$ cat config.mk
export PLATFORM = sky130hd
export DESIGN_NAME = pid_loop_sequencer
export DESIGN_NICKNAME = d
export VERILOG_FILES = /design/src/rtl/pid_loop_sequencer.sv
export SDC_FILE = /design/constraint.sdc
export NUM_CORES = 1
export LEC_CHECK = 0
export CORE_MARGIN = 2
export CORE_UTILIZATION = 45
export DETAILED_ROUTE_END_ITERATION = 16
export PLACE_DENSITY = 0.82
export SLEW_MARGIN = 0
export SYNTH_ARGS = -nofsm -noshare
export SYNTH_HDL_FRONTEND = slang
export SYNTH_SLANG_ARGS = --single-unit
$ cat constraint.sdc
create_clock -name clk_in_i -period 3.36 [get_ports clk_in_i]
set_input_delay 0.336 -clock clk_in_i [delete_from_list [all_inputs] [get_ports clk_in_i]]
set_output_delay 0.336 -clock clk_in_i [all_outputs]
set_load 0.005 [all_outputs]
$ cat src/rtl/pid_loop_sequencer.sv
// pid_loop_sequencer
// Sample-loop sequencer for one pid_controller. It generates the sample tick
// and fetches a sensor word from the ADC over a req/ack handshake. It presents
// the word to the PID datapath and captures the PID result after PID_LAT clocks.
// It then pulses the PID history enable and forwards the result to the PWM stage.
//
// Ports:
//   clk_in_i       system clock
//   reset_i        asynchronous active-high reset
//   en_i           loop enable
//   period_i       sample period minus one, in clocks
//   man_control_i  manual override select
//   man_duty_i     manual output value
//   adc_req_o      conversion request (high while waiting for ack)
//   adc_ack_i      conversion done, adc_data_i valid
//   adc_data_i     sensor word
//   sens_data_o    sensor word to PID
//   sens_rdy_o     sensor-ready level to PID (PID_LAT clocks per sample)
//   pid_i          PID result
//   clk_en_o       one-cycle PID history enable per completed sample
//   ctrl_o         output value to PWM
//   ctrl_vld_o     one-cycle strobe when ctrl_o is updated
//   fault_o        sticky ADC-timeout flag
//   overrun_o      sticky dropped-tick flag
//   sample_cnt_o   completed samples, modulo 2^16
module pid_loop_sequencer #(
  parameter int unsigned PID_LAT   = 3,
  parameter int unsigned ADC_TO    = 255,
  parameter logic [15:0] SAFE_DUTY = 16'h0000
) (
  input  logic        clk_in_i,
  input  logic        reset_i,
  input  logic        en_i,
  input  logic [15:0] period_i,
  input  logic        man_control_i,
  input  logic [15:0] man_duty_i,
  output logic        adc_req_o,
  input  logic        adc_ack_i,
  input  logic [15:0] adc_data_i,
  output logic [15:0] sens_data_o,
  output logic        sens_rdy_o,
  input  logic [15:0] pid_i,
  output logic        clk_en_o,
  output logic [15:0] ctrl_o,
  output logic        ctrl_vld_o,
  output logic        fault_o,
  output logic        overrun_o,
  output logic [15:0] sample_cnt_o
);

  localparam int unsigned TO_W  = $clog2(ADC_TO + 1);
  localparam int unsigned LAT_W = $clog2(PID_LAT + 1);
  // Last REQ clock before timing out, and last PRESENT count before capture.
  localparam logic [TO_W-1:0]  TO_LAST  = TO_W'(ADC_TO - 1);
  localparam logic [LAT_W-1:0] LAT_LAST = LAT_W'(PID_LAT - 2);

  typedef enum logic [2:0] {
    S_IDLE    = 3'd0,
    S_WAIT    = 3'd1,
    S_REQ     = 3'd2,
    S_PRESENT = 3'd3,
    S_CAPTURE = 3'd4,
    S_FAULT   = 3'd5
  } state_e;

  state_e            state_q, state_d;
  logic [15:0]       tick_cnt_q, tick_cnt_d;
  logic [TO_W-1:0]   to_cnt_q, to_cnt_d;
  logic [LAT_W-1:0]  lat_cnt_q, lat_cnt_d;
  logic              adc_req_q, adc_req_d;
  logic [15:0]       sens_data_q, sens_data_d;
  logic              sens_rdy_q, sens_rdy_d;
  logic [15:0]       pid_q, pid_d;
  logic              clk_en_q, clk_en_d;
  logic [15:0]       ctrl_q, ctrl_d;
  logic              ctrl_vld_q, ctrl_vld_d;
  logic              fault_q, fault_d;
  logic              overrun_q, overrun_d;
  logic [15:0]       sample_cnt_q, sample_cnt_d;
  logic              tick_s;

  // Sample-period counter: counts 0..period_i while enabled, ticks on the last count.
  always_comb begin
    tick_s     = 1'b0;
    tick_cnt_d = tick_cnt_q;
    if (!en_i) begin
      tick_cnt_d = 16'd0;
    end else if (tick_cnt_q == period_i) begin
      tick_s     = 1'b1;
      tick_cnt_d = 16'd0;
    end else begin
      tick_cnt_d = tick_cnt_q + 16'd1;
    end
  end

  // Sequencer next state and registered-output next values.
  always_comb begin
    state_d      = state_q;
    to_cnt_d     = to_cnt_q;
    lat_cnt_d    = lat_cnt_q;
    adc_req_d    = adc_req_q;
    sens_data_d  = sens_data_q;
    sens_rdy_d   = sens_rdy_q;
    pid_d        = pid_q;
    clk_en_d     = 1'b0;
    ctrl_d       = ctrl_q;
    ctrl_vld_d   = 1'b0;
    fault_d      = fault_q;
    overrun_d    = overrun_q;
    sample_cnt_d = sample_cnt_q;

    // A tick that finds the loop busy is dropped and remembered.
    if (!en_i) begin
      overrun_d = 1'b0;
    end else if (tick_s && (state_q != S_WAIT)) begin
      overrun_d = 1'b1;
    end else begin
      overrun_d = overrun_q;
    end

    case (state_q)
      S_IDLE: begin
        if (en_i) begin
          state_d = S_WAIT;
        end else begin
          state_d = S_IDLE;
        end
      end
      S_WAIT: begin
        if (tick_s) begin
          state_d   = S_REQ;
          adc_req_d = 1'b1;
          to_cnt_d  = '0;
        end else begin
          state_d = S_WAIT;
        end
      end
      S_REQ: begin
        if (adc_ack_i) begin
          sens_data_d = adc_data_i;
          sens_rdy_d  = 1'b1;
          adc_req_d   = 1'b0;
          lat_cnt_d   = '0;
          state_d     = S_PRESENT;
        end else if (to_cnt_q == TO_LAST) begin
          adc_req_d = 1'b0;
          fault_d   = 1'b1;
          ctrl_d    = SAFE_DUTY;
          state_d   = S_FAULT;
        end else begin
          to_cnt_d = to_cnt_q + TO_W'(1);
        end
      end
      S_PRESENT: begin
        // sens_rdy stays high through this state and drops when CAPTURE retires.
        if (lat_cnt_q == LAT_LAST) begin
          pid_d   = pid_i;
          state_d = S_CAPTURE;
        end else begin
          lat_cnt_d = lat_cnt_q + LAT_W'(1);
        end
      end
      S_CAPTURE: begin
        sens_rdy_d   = 1'b0;
        clk_en_d     = 1'b1;
        sample_cnt_d = sample_cnt_q + 16'd1;
        state_d      = S_WAIT;
        if (!man_control_i) begin
          ctrl_d     = pid_q;
          ctrl_vld_d = 1'b1;
        end else begin
          ctrl_d = ctrl_q;
        end
      end
      S_FAULT: begin
        adc_req_d  = 1'b0;
        sens_rdy_d = 1'b0;
        ctrl_d     = SAFE_DUTY;
        if (!en_i) begin
          fault_d = 1'b0;
          state_d = S_IDLE;
        end else begin
          fault_d = 1'b1;
        end
      end
      default: begin
        state_d = S_IDLE;
      end
    endcase

    // Manual override tracks man_duty_i every clock; FAULT (current or entering) wins.
    if (man_control_i && en_i && (state_q != S_FAULT) && (state_d != S_FAULT)) begin
      ctrl_d     = man_duty_i;
      ctrl_vld_d = (man_duty_i != ctrl_q);
    end else begin
      ctrl_d = ctrl_d;
    end

    // Disable abandons any partial sample but keeps ctrl and the sample count.
    if (!en_i && (state_q != S_FAULT)) begin
      state_d      = S_IDLE;
      adc_req_d    = 1'b0;
      sens_rdy_d   = 1'b0;
      clk_en_d     = 1'b0;
      ctrl_d       = ctrl_q;
      ctrl_vld_d   = 1'b0;
      sample_cnt_d = sample_cnt_q;
    end else begin
      state_d = state_d;
    end
  end

  // State and output registers with asynchronous reset.
  always_ff @(posedge clk_in_i or posedge reset_i) begin
    if (reset_i) begin
      state_q      <= S_IDLE;
      tick_cnt_q   <= 16'd0;
      to_cnt_q     <= '0;
      lat_cnt_q    <= '0;
      adc_req_q    <= 1'b0;
      sens_data_q  <= 16'd0;
      sens_rdy_q   <= 1'b0;
      pid_q        <= 16'd0;
      clk_en_q     <= 1'b0;
      ctrl_q       <= 16'd0;
      ctrl_vld_q   <= 1'b0;
      fault_q      <= 1'b0;
      overrun_q    <= 1'b0;
      sample_cnt_q <= 16'd0;
    end else begin
      state_q      <= state_d;
      tick_cnt_q   <= tick_cnt_d;
      to_cnt_q     <= to_cnt_d;
      lat_cnt_q    <= lat_cnt_d;
      adc_req_q    <= adc_req_d;
      sens_data_q  <= sens_data_d;
      sens_rdy_q   <= sens_rdy_d;
      pid_q        <= pid_d;
      clk_en_q     <= clk_en_d;
      ctrl_q       <= ctrl_d;
      ctrl_vld_q   <= ctrl_vld_d;
      fault_q      <= fault_d;
      overrun_q    <= overrun_d;
      sample_cnt_q <= sample_cnt_d;
    end
  end

  assign adc_req_o    = adc_req_q;
  assign sens_data_o  = sens_data_q;
  assign sens_rdy_o   = sens_rdy_q;
  assign clk_en_o     = clk_en_q;
  assign ctrl_o       = ctrl_q;
  assign ctrl_vld_o   = ctrl_vld_q;
  assign fault_o      = fault_q;
  assign overrun_o    = overrun_q;
  assign sample_cnt_o = sample_cnt_q;

endmodule

==> flow_metrics.tcl, run 1 <==
# metrics dict for downstream scripts
set metrics [dict create \
    status "finished clean" \
    critPathBufInv 0 \
    fin_crit_sh_pct 71.7 \
    finClkSkew_ns 0.0170 \
    yosys_area_um2 4650 \
    core_um2 10200 \
    firstDrtPassIters 4 \
    cp-end-kind "register" \
    crit_path_top_delay_cell "or3b_1" \
    seqPwrFrac_pct 54.1 \
    fin_hold_ws_ns 0.438 \
    clk_pin_slew_ns 0.11 \
    fin_tns_setup_ns 0 \
    ys_seq_share_pct 53.3 \
    topRoutingLayerUsed "met4" \
    postRouteAntennaNets 0 \
    dieArea_um2 11200 \
    critPathMaxFanout 18 \
    top_cell "dfrtp_1" \
    crit_type "register to register" \
    grt_use_met3_pct 6.49 \
    p_leak_nw 2.75 \
    min_period_ns 2.41 \
    initial_utilization_pct 45.7 \
    nFillCells 807 \
    drcViolationCount 0 \
    critical_path_depth 5 \
    buffer_area_share_pct 20.3 \
    post_dp_cell_area_um2 6040 \
    nMultiInputCombCells 283 \
    area.sequential_um2 2480 \
    swShare_pct 27.4 \
    ys_sh_adder_pct 1.35 \
    layout.cells.most_common "clkdlybuf4s50_1" \
    drtIter0Drc 121 \
    crit_path_start "state_q[0]$_DFF_PP0_" \
    synthArstFlopShare_pct 100 \
    timing.fmax_mhz 415 \
    cts_tree "yes" \
    top_area_share_pct 53.3 \
    synthAoiAreaFrac_pct 8.37 \
    buffers 126 \
    wl_met1_um 4400 \
    crit_path_max_incr_delay_ns 0.53 \
    area_leaders "dfrtp_1, xor2_1, mux2_2, nor2_1, xnor2_1" \
    rows 37 \
    ys_warn_count 0 \
    num_vias 3520 \
    grt_pass1_vias 3723 \
    cts_setup_buffers 0 \
]
==> run 1: per-stage QoR <==
stage	power, mW	util [%]	std cells	setup WS (ns)
finish	2.48	61.1	682	0.952
detailed placement	1.77	59.3	666	0.695
floorplan	1.52	-	415	0.434
global route	2.61	61.1	682	0.819
CTS	2.51	61.1	682	0.977
global placement	1.75	59.3	666	0.848
==> run 1: sequential cells by signal (all words and copies together), names as in the netlist <==
name	count
ctrl_o	16
pid_q	16
sample_cnt_o	16
sens_data_o	16
tick_cnt_q	16
to_cnt_q	8
state_q	3
lat_cnt_q	2
adc_req_o	1
clk_en_o	1
ctrl_vld_o	1
fault_o	1
overrun_o	1
sens_rdy_o	1
==> run 1: cells by family after synthesis <==
logic type	count (synthesis)
multiplexers	35
XOR/XNOR	66
adder cells (fa/ha/maj)	5
AND-OR/OR-AND	55
flip-flops	99
buffers and inverters	33
AND/OR/NAND/NOR	122
==> run 1: power groups by stage <==
stage,clock [mW],sequential (mW),combinational [mW]
after floorplan,0,1.35,0.168
after global placement,0,1.36,0.397
after detailed placement,0,1.36,0.408
after CTS,0.755,1.34,0.412
after global routing,0.814,1.35,0.447
final,0.733,1.34,0.406
==> run 1: worst paths after layout <==
path                                                     end  slack, ns
worst max-delay path                  ctrl_o[10]$_DFFE_PP0P_       0.95
worst min-delay path            sample_cnt_o[11]$_DFFE_PP0P_       0.44
worst max register to register        ctrl_o[10]$_DFFE_PP0P_       0.95
worst min register to register  sample_cnt_o[12]$_DFFE_PP0P_       0.50
max in group asynchronous               pid_q[0]$_DFFE_PP0P_       2.52
min in group clk_in_i           sample_cnt_o[12]$_DFFE_PP0P_       0.50
==> run 1: worst min-delay path, stage by stage <==
cell	delay [ns]
clkdlybuf4s50_1	0.45
inv_4	0.07
buf_12	0.40
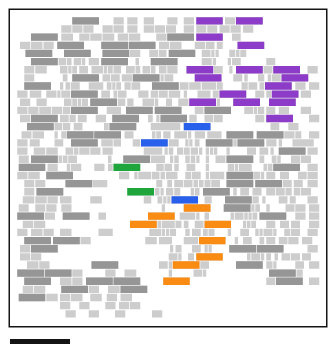
run_1/ff_map.png
The bar under the picture is 20 µm long. Other sequential cells in the stronger grey, the rest of the logic in the fainter grey.
[green] `lat_cnt_q` | flops: 2
[purple] `sample_cnt_o` | flops: 16 | where: upper right
[orange] `to_cnt_q` | flops: 8
[blue] `state_q` | flops: 3
not coloured: 70

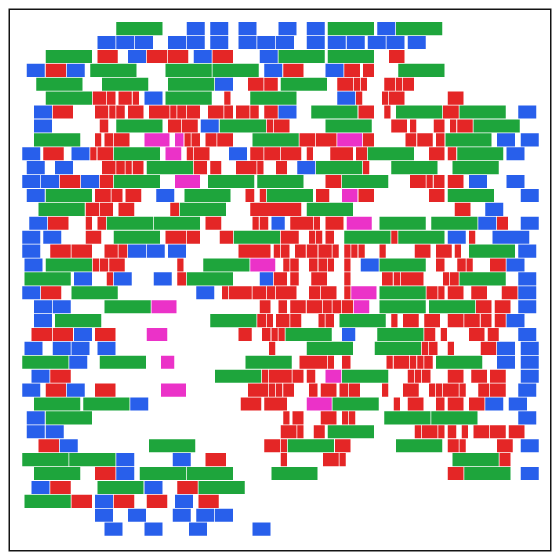
run_1/class_map.png
[red] remaining logic cells | cells: 305 | share of their area: 35%
[magenta] clock drivers and dummy loads | cells: 16 | share of their area: 3.0%
[blue] remaining buffers and delay cells | cells: 126 | share of their area: 21%
[green] registers | cells: 99 | share of their area: 41%

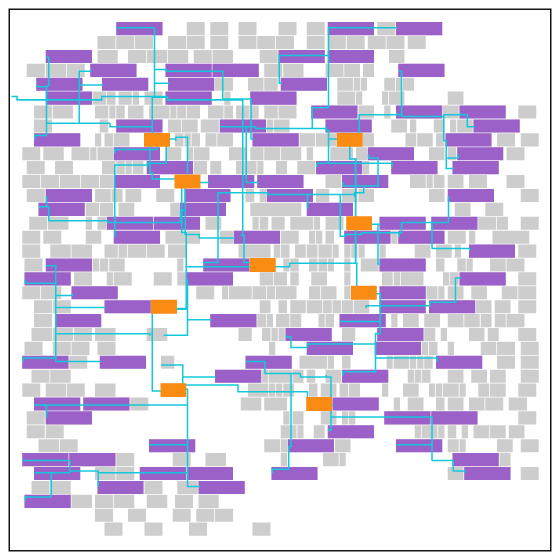
run_1/clock_wires.png
[orange] clock-net drivers | count: 9
[cyan] clock wires | length: 1210 µm
[purple] flip-flops | count: 99
flops lie: all over the die

==> run 2: changes to the inputs <==
--- a/config.mk
+++ b/config.mk
@@ -6,9 +6,9 @@
 export NUM_CORES = 1
 export LEC_CHECK = 0
 export CORE_MARGIN = 2
-export CORE_UTILIZATION = 45
+export CORE_UTILIZATION = 44
 export DETAILED_ROUTE_END_ITERATION = 16
-export PLACE_DENSITY = 0.82
+export PLACE_DENSITY = 0.83
 export SLEW_MARGIN = 0
 export SYNTH_ARGS = -nofsm -noshare
 export SYNTH_HDL_FRONTEND = slang
==> constraint.sdc (replaced) <==
create_clock -name clk_in_i -period 2.1 [get_ports clk_in_i]
set_input_delay 0.21 -clock clk_in_i [delete_from_list [all_inputs] [get_ports clk_in_i]]
set_output_delay 0.21 -clock clk_in_i [all_outputs]
set_load 0.005 [all_outputs]
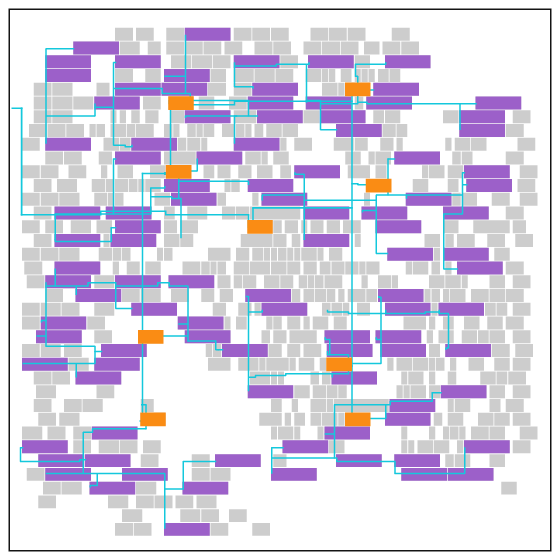
run_2/clock_wires.png
[cyan] clock wires | length: 1140 µm
[orange] clock-net drivers | count: 9
[purple] flip-flops | count: 99
routed clock nets: 10

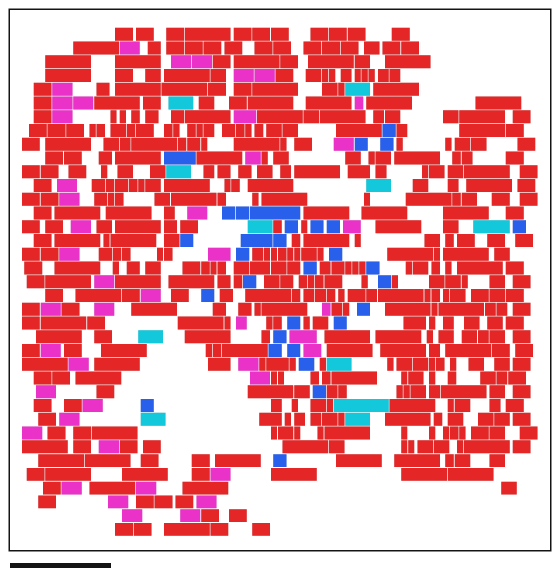
run_2/sizing.png
The bar under the picture is 20 µm long.
[magenta] x2 | cells: 44 | share: 7.8%
[blue] x3 and x4 | cells: 31 | share: 5.5%
[red] x1 and smaller | cells: 481 | share: 85%
[cyan] x6 and larger | cells: 11 | share: 1.9%

==> run 2 against run 1 <==
- final area up 3.0%
- clock skew is 0.0091 ns lower
- combinational power increased by 67%
- die area is 2.2% higher
- area after synthesis unchanged
- flip-flop count stayed put
- sequential power grew about 60%
- power grew 61%
- maximum frequency rose by 21%
- worst setup slack worse by 0.84 ns
- non-clock buffer count grew 21
- critical path type unchanged
- critical endpoint unchanged
- largest power group unchanged
- highest routed layer unchanged
==> flow_metrics.tcl, run 2 <==
# metrics dict for downstream scripts
set metrics [dict create \
    post_dp_cell_area_um2 6180 \
    maxCapViolations 0 \
    fin_cells 703 \
    cts_tree "yes" \
    fin_util_pct 62.3 \
    clk_pin_slew_ns 0.09 \
    dp.cells 685 \
    io_pins 123 \
    drcViolationCount 0 \
    cp-end-kind "register" \
    timing.fmax_mhz 504 \
    dp_hpwl_um 7730 \
    finClkSkew_ns 0.00790 \
    ys_warn_count 0 \
    synthTopCellsByCount "dfrtp_1, xor2_1, nor2_1" \
    status "finished clean" \
    nFillCells 837 \
    cp-start-kind "register" \
    crit_type "register to register" \
    fin_hold_ws_ns 0.326 \
    postRouteAntennaNets 0 \
    preCtsSetupSlack_ns -0.0713 \
    worst_slack_ns 0.117 \
    top_cell "dfrtp_1" \
    swShare_pct 25.2 \
    num_vias 3641 \
    crit_chain "inv_1 -> ha_1 -> and2_4 -> nand3_2 -> o31a_1 -> o2bb2ai_4 -> o31a_4 -> o21ai_0" \
    initial_utilization_pct 45.2 \
    syn-num-nets 489 \
    grt_pass1_vias 3771 \
    num_antenna_cells 0 \
    place.gp.congestion 0.851 \
    cts_root_buffer "clkbuf_8" \
    crit_path_top_delay_cell "dfrtp_1" \
    min_period_ns 1.98 \
    grt_use_met3_pct 4.62 \
    layout.cells.most_common "clkdlybuf4s50_1" \
    fin_crit_sh_pct 94.4 \
    seqPwrFrac_pct 53.6 \
    crit_path_max_incr_delay_ns 0.42 \
    rows 37 \
    clock-sinks 99 \
    fin_tns_setup_ns 0 \
    wl_met1_um 4490 \
    ys_seq_share_pct 53.3 \
    power_density_nw_per_um2 623 \
    dieArea_um2 11400 \
    p_leak_nw 2.84 \
    drtIter0Drc 183 \
    synthArstFlopShare_pct 100 \
    viasPerCell 5.18 \
    topRoutingLayerUsed "met4" \
    top_area_share_pct 53.3 \
    slew-limit-headroom_pct 64.9 \
    wirelength_um 10600 \
    total_power_mw 3.99 \
    die_w_um 107 \
    drive_gt1_share_pct 15.2 \
    critPathMaxFanout 8 \
    area_leaders "dfrtp_1, xor2_1, mux2_2, nor2_1, xnor2_1" \
    cpLargestDelayFamily "AND-OR/OR-AND gates" \
    cts_setup_buffers 0 \
    yosys_area_um2 4650 \
    setup_viol 0 \
    firstDrtPassIters 4 \
    grt_pass1_wl_um 17500 \
    critPathBufInv 1 \
    core_um2 10300 \
]
==> run 2: layout make-up <==
cell class | count | area [µm²] | area share (%)
clock inverter | 5 | 55.1 | 0.859
timing repair buffer | 147 | 1420 | 22.2
multi-input combinational | 284 | 2070 | 32.3
tap | 136 | 170 | 2.66
clock buffer | 10 | 128 | 1.99
inverter | 22 | 86.3 | 1.35
sequential | 99 | 2480 | 38.7
==> run 2: path summary, 6_finish.rpt <==
| kind | to | slack [ns] | cells after the start | from |
|---|---|---|---|---|
| min in group clk_in_i | pid_q[2]$_DFFE_PP0P_ | 0.45 | 2 | pid_i[2] |
| max reg2reg | ctrl_o[10]$_DFFE_PP0P_ | 0.12 | 8 | to_cnt_q[0]$_DFFE_PP0P_ |
| min | sample_cnt_o[11]$_DFFE_PP0P_ | 0.33 | 3 | reset_i |
| max in group asynchronous | ctrl_o[3]$_DFFE_PP0P_ | 1.36 | 3 | reset_i |
| max | ctrl_o[10]$_DFFE_PP0P_ | 0.12 | 8 | to_cnt_q[0]$_DFFE_PP0P_ |
| min reg2reg | sample_cnt_o[15]$_DFFE_PP0P_ | 0.48 | 1 | sample_cnt_o[15]$_DFFE_PP0P_ |
==> run 2: power groups by stage <==
stage / Sequential [mW] / Clock (mW) / Combinational [mW]
floorplan: 2.16 / 0 / 0.269
global placement: 2.17 / 0 / 0.649
detailed placement: 2.18 / 0 / 0.670
CTS: 2.14 / 1.21 / 0.674
global route: 2.16 / 1.29 / 0.746
finish: 2.14 / 1.18 / 0.677
==> run 2: cell families after synthesis <==
logic type	count (synthesis)	synth area share, %
adder cells (fa/ha/maj)	5	1.35
multiplexers	35	8.48
AND/OR/NAND/NOR	122	13.1
buffers and inverters	33	2.99
flip-flops	99	53.3
XOR/XNOR	66	12.4
AND-OR/OR-AND	55	8.37
Power and IR drop assume default switching activity.
